`src/rtl/cpu_trace_buffer.sv`:
```
// Retire-trace capture FIFO: first-word-fall-through, drop counter, freeze control.
// Optional NOP filtering is enabled by defining TRACE_NOP_FILTER_EN.
module cpu_trace_buffer #(
    parameter int unsigned XLEN  = 32,
    parameter int unsigned DEPTH = 16
) (
    input  logic                       clk,
    input  logic                       rst,
    input  logic                       trace_valid,
    input  logic [XLEN-1:0]            trace_pc,
    input  logic [31:0]                trace_instr,
    input  logic [XLEN-1:0]            trace_result,
    input  logic                       freeze,
    output logic                       rd_valid,
    input  logic                       rd_ready,
    output logic [XLEN-1:0]            rd_pc,
    output logic [31:0]                rd_instr,
    output logic [XLEN-1:0]            rd_result,
    output logic [$clog2(DEPTH):0]     count,
    output logic                       full,
    output logic                       empty,
    output logic [15:0]                drop_count
);

    localparam int unsigned AW = $clog2(DEPTH);
    localparam int unsigned CW = AW + 1;

    logic [XLEN-1:0] pc_mem     [DEPTH];
    logic [31:0]     instr_mem  [DEPTH];
    logic [XLEN-1:0] result_mem [DEPTH];

    logic [AW-1:0] wr_ptr_q;
    logic [AW-1:0] rd_ptr_q;
    logic [CW-1:0] count_q;
    logic [15:0]   drop_q;

    logic accept;
    logic capture;
    logic push;
    logic pop;
    logic drop;

`ifdef TRACE_NOP_FILTER_EN
    assign accept = (trace_instr != 32'h0000_0013);
`else
    assign accept = 1'b1;
`endif

    assign capture = trace_valid && !freeze && accept;
    assign pop     = rd_valid && rd_ready;
    // A pop in the same cycle frees the slot, so a full buffer still accepts.
    assign push    = capture && (!full || pop);
    assign drop    = capture && full && !pop;

    assign full     = (count_q == CW'(DEPTH));
    assign empty    = (count_q == '0);
    assign rd_valid = !empty;
    assign count    = count_q;
    assign drop_count = drop_q;

    assign rd_pc     = empty ? '0 : pc_mem[rd_ptr_q];
    assign rd_instr  = empty ? '0 : instr_mem[rd_ptr_q];
    assign rd_result = empty ? '0 : result_mem[rd_ptr_q];

    always_ff @(posedge clk) begin
        if (push && !rst) begin
            pc_mem[wr_ptr_q]     <= trace_pc;
            instr_mem[wr_ptr_q]  <= trace_instr;
            result_mem[wr_ptr_q] <= trace_result;
        end
    end

    always_ff @(posedge clk) begin
        if (rst) begin
            wr_ptr_q <= '0;
            rd_ptr_q <= '0;
            count_q  <= '0;
            drop_q   <= '0;
        end else begin
            if (push) begin
                wr_ptr_q <= wr_ptr_q + AW'(1);
            end
            if (pop) begin
                rd_ptr_q <= rd_ptr_q + AW'(1);
            end
            unique case ({push, pop})
                2'b10:   count_q <= count_q + CW'(1);
                2'b01:   count_q <= count_q - CW'(1);
                default: count_q <= count_q;
            endcase
            if (drop && (drop_q != 16'hFFFF)) begin
                drop_q <= drop_q + 16'd1;
            end
        end
    end

endmodule

```
`config.mk`:
```
export PLATFORM = sky130hd
export DESIGN_NAME = cpu_trace_buffer
export DESIGN_NICKNAME = d
export VERILOG_FILES = /design/src/rtl/cpu_trace_buffer.sv
export SDC_FILE = /design/constraint.sdc
export NUM_CORES = 1
export LEC_CHECK = 0
export CORE_ASPECT_RATIO = 0.6
export CORE_UTILIZATION = 50
export CTS_CLUSTER_DIAMETER = 50
export CTS_CLUSTER_SIZE = 30
export DETAILED_ROUTE_END_ITERATION = 6
export GPL_TIMING_DRIVEN = 0
export PLACE_DENSITY_LB_ADDON = 0.2
export RECOVER_POWER = 50
export SYNTH_ARGS = -nofsm -noshare
export SYNTH_HDL_FRONTEND = slang
export SYNTH_SLANG_ARGS = --single-unit
```
`constraint.sdc`:
```
create_clock -name clk -period 7.6 [get_ports clk]
set_input_delay 0.76 -clock clk [delete_from_list [all_inputs] [get_ports clk]]
set_output_delay 0.76 -clock clk [all_outputs]
set_load 0.02 [all_outputs]
```
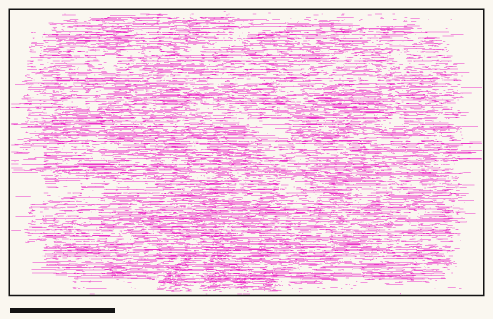
**Above:** met1 routing.
The bar under the picture is 100 µm long.
- wire length on this layer: 57.9 mm
- longest straight run: 113 µm
- share of all routed wire: 41%
- nets with wire on the layer: 2859
- main direction: horizontal

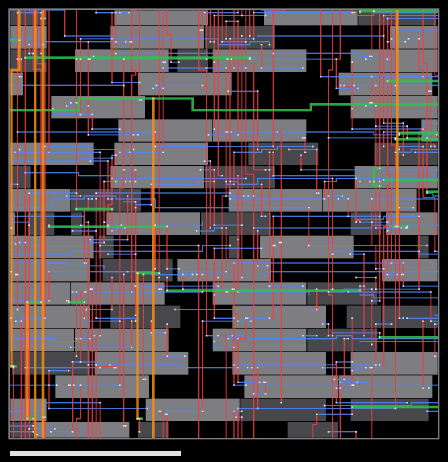
**Above:** close-up of the layout.
The bar under the picture is 20 µm long. Region (199, 164) to (249, 214) µm. Cells in gray, sequential cells in the stronger gray; small squares are vias.
- green: metal 3
- red: metal 2
- blue: metal 1
- orange: metal 4
- most frequent: edfxtp_1 (43), mux4_2 (13), dlygate4sd3_1 (4)
- sequential cells in the window: 43
- cells with their middle in the window: 71
- netlist names of flops here include: instr_mem (25), result_mem (18)

==> results.py <==
# Generated from Yosys and OpenROAD reports
metrics = {
    "drt": {
        "totalWireLength_mm": 142,
        "firstDrtPassIters": 7,
        "drtAntennaViolNets": 0,
        "wl_per_cell_um": 31.2,
        "drc": 0,
    },
    "layout": {
        "n_clock_buffer": 111,
        "seq_area_mm2": 0.0468,
        "num_antenna_cells": 13,
        "clock_area_share_pct": 5.58,
        "num-nonclk-buffers": 429,
        "comb_cells": 741,
        "sh_comb_area_pct": 17.9,
        "seq_share_pct": 67.2,
        "fin_area_mm2": 0.0696,
    },
    "worst_hold_path": {
        "hold_depth": 3,
        "worstHoldStart": "rd_ready",
    },
    "grt": {
        "gr-usage-met3_pct": 4.47,
        "grt_pass1_vias": 28484,
    },
    "clocking": {
        "htree_levels": 3,
        "clock_latency_ns": 0.76,
        "clk_path_buf_depth": 3,
        "post_cts_buffers": 0,
    },
    "job": {
        "warning_count": 30,
        "maxCapViolations": 3,
    },
    "floorplanning": {
        "tapCellCount": 1584,
        "die_area_mm2": 0.121,
    },
    "timing": {
        "rsz0062_at_grt": "false",
        "final_hold_viol_count": 0,
        "relSlewSlack_pct": -15.5,
        "maxSlewViolCount": 27,
        "setup_ws_ns": 2.00,
        "finalClockPeriodUsage_pct": 73.7,
        "setup_violations": 0,
    },
    "logic_synthesis": {
        "synthCells": 2445,
        "postSynthSeqShare_pct": 78.2,
        "top_area_cell": "edfxtp_1",
        "syn-num-nets": 2554,
        "async_reset_ff_share_pct": 0,
        "ys_cells": 2445,
    },
    "place": {
        "placed_cell_area_mm2": 0.0659,
        "place_inst": 4330,
    },
    "critical_path": {
        "rr_worst_depth": 8,
        "r2r_start": "count[1]$_SDFFE_PP0P_",
        "arrival_ns": 4.84,
        "critical_path_required_ns": 6.84,
    },
    "run_status": {
        "run_status": "complete, but fails checks",
        "violations": "capacitance limit, slew limit",
    },
    "power_and_ir_drop": {
        "p_per_area_mw_per_mm2": 314,
    },
}
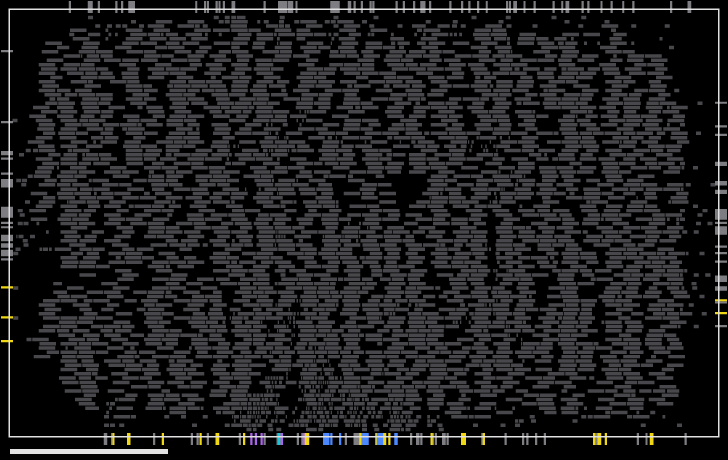
**Above:** pin placement.
The bar under the picture is 100 µm long. Pins as bars across the die edge, other pins in gray.
- purple: count (pins 5; direction output; edge bottom)
- blue: drop_count (pins 16; direction output; edge bottom)
- cyan: trace_valid (pins 1; direction input; edge bottom)
- yellow: trace_pc (pins 32; direction input; edge 27 bottom, 3 left, 2 right)
IO Port Bufs: 219
Die Span Y: 270 µm

power by group:
part	internal, W	leakage, nW	switching, W
combinational	0.00284	5.06	0.00313
clock	0.00291	1.88	0.00339
sequential	0.00954	14.1	0.0000286
total	0.0153	21.0	0.00655
sequential cells by signal (all words and copies together), names as in the netlist, named ones only:
| register | count |
|---|---|
| count | 5 |
| drop_count | 16 |
| instr_mem | 512 |
| pc_mem | 512 |
| rd_ptr_q | 4 |
| result_mem | 512 |
| wr_ptr_q | 4 |
critical path, cell delays in order, from the launching register on:
cell             delay, ns
dfxtp_1               0.32
clkbuf_1              0.22
clkbuf_1              0.88
clkbuf_1              0.88
mux4_2                0.41
mux4_2                0.48
and2_1                0.28
clkdlybuf4s50_1       0.59
placed cells by master (no fill, tap or decap), types with 33 or more instances in the layout:
cell | synthesis | routed
and2_1 | 100 | 100
buf_12 | 0 | 64
buf_2 | 39 | 38
clkbuf_1 | 76 | 83
clkbuf_16 | 0 | 108
clkdlybuf4s50_1 | 0 | 101
dfxtp_1 | 33 | 33
dlygate4sd3_1 | 0 | 118
edfxtp_1 | 1536 | 1536
mux4_2 | 480 | 480
nor2_1 | 44 | 37
kinds of logic (layout without fill, tap and decap cells):
kind of cell | after synthesis | after routing | synth area share (%)
and+or+nand+nor | 203 | 203 | 1.94
muxes | 484 | 484 | 18.1
adders and majority gates | 8 | 8 | 0.167
xor gates and xnor gates | 18 | 18 | 0.264
DFF | 1569 | 1569 | 78.2
buffers and inverters | 135 | 640 | 0.954
other | 0 | 13 | 0
AOI/OAI and AO/OA | 28 | 28 | 0.303
through the flow:
step	hold slack, ns	util (%)
2_1_floorplan	0.459	-
3_3_place_gp	0.500	54.4
3_5_place_dp	0.502	56.0
4_1_cts	0.396	59.3
5_1_grt	0.476	59.2
6_report	0.444	59.2
No activity file was given, so power comes from the tool's default toggle rates.
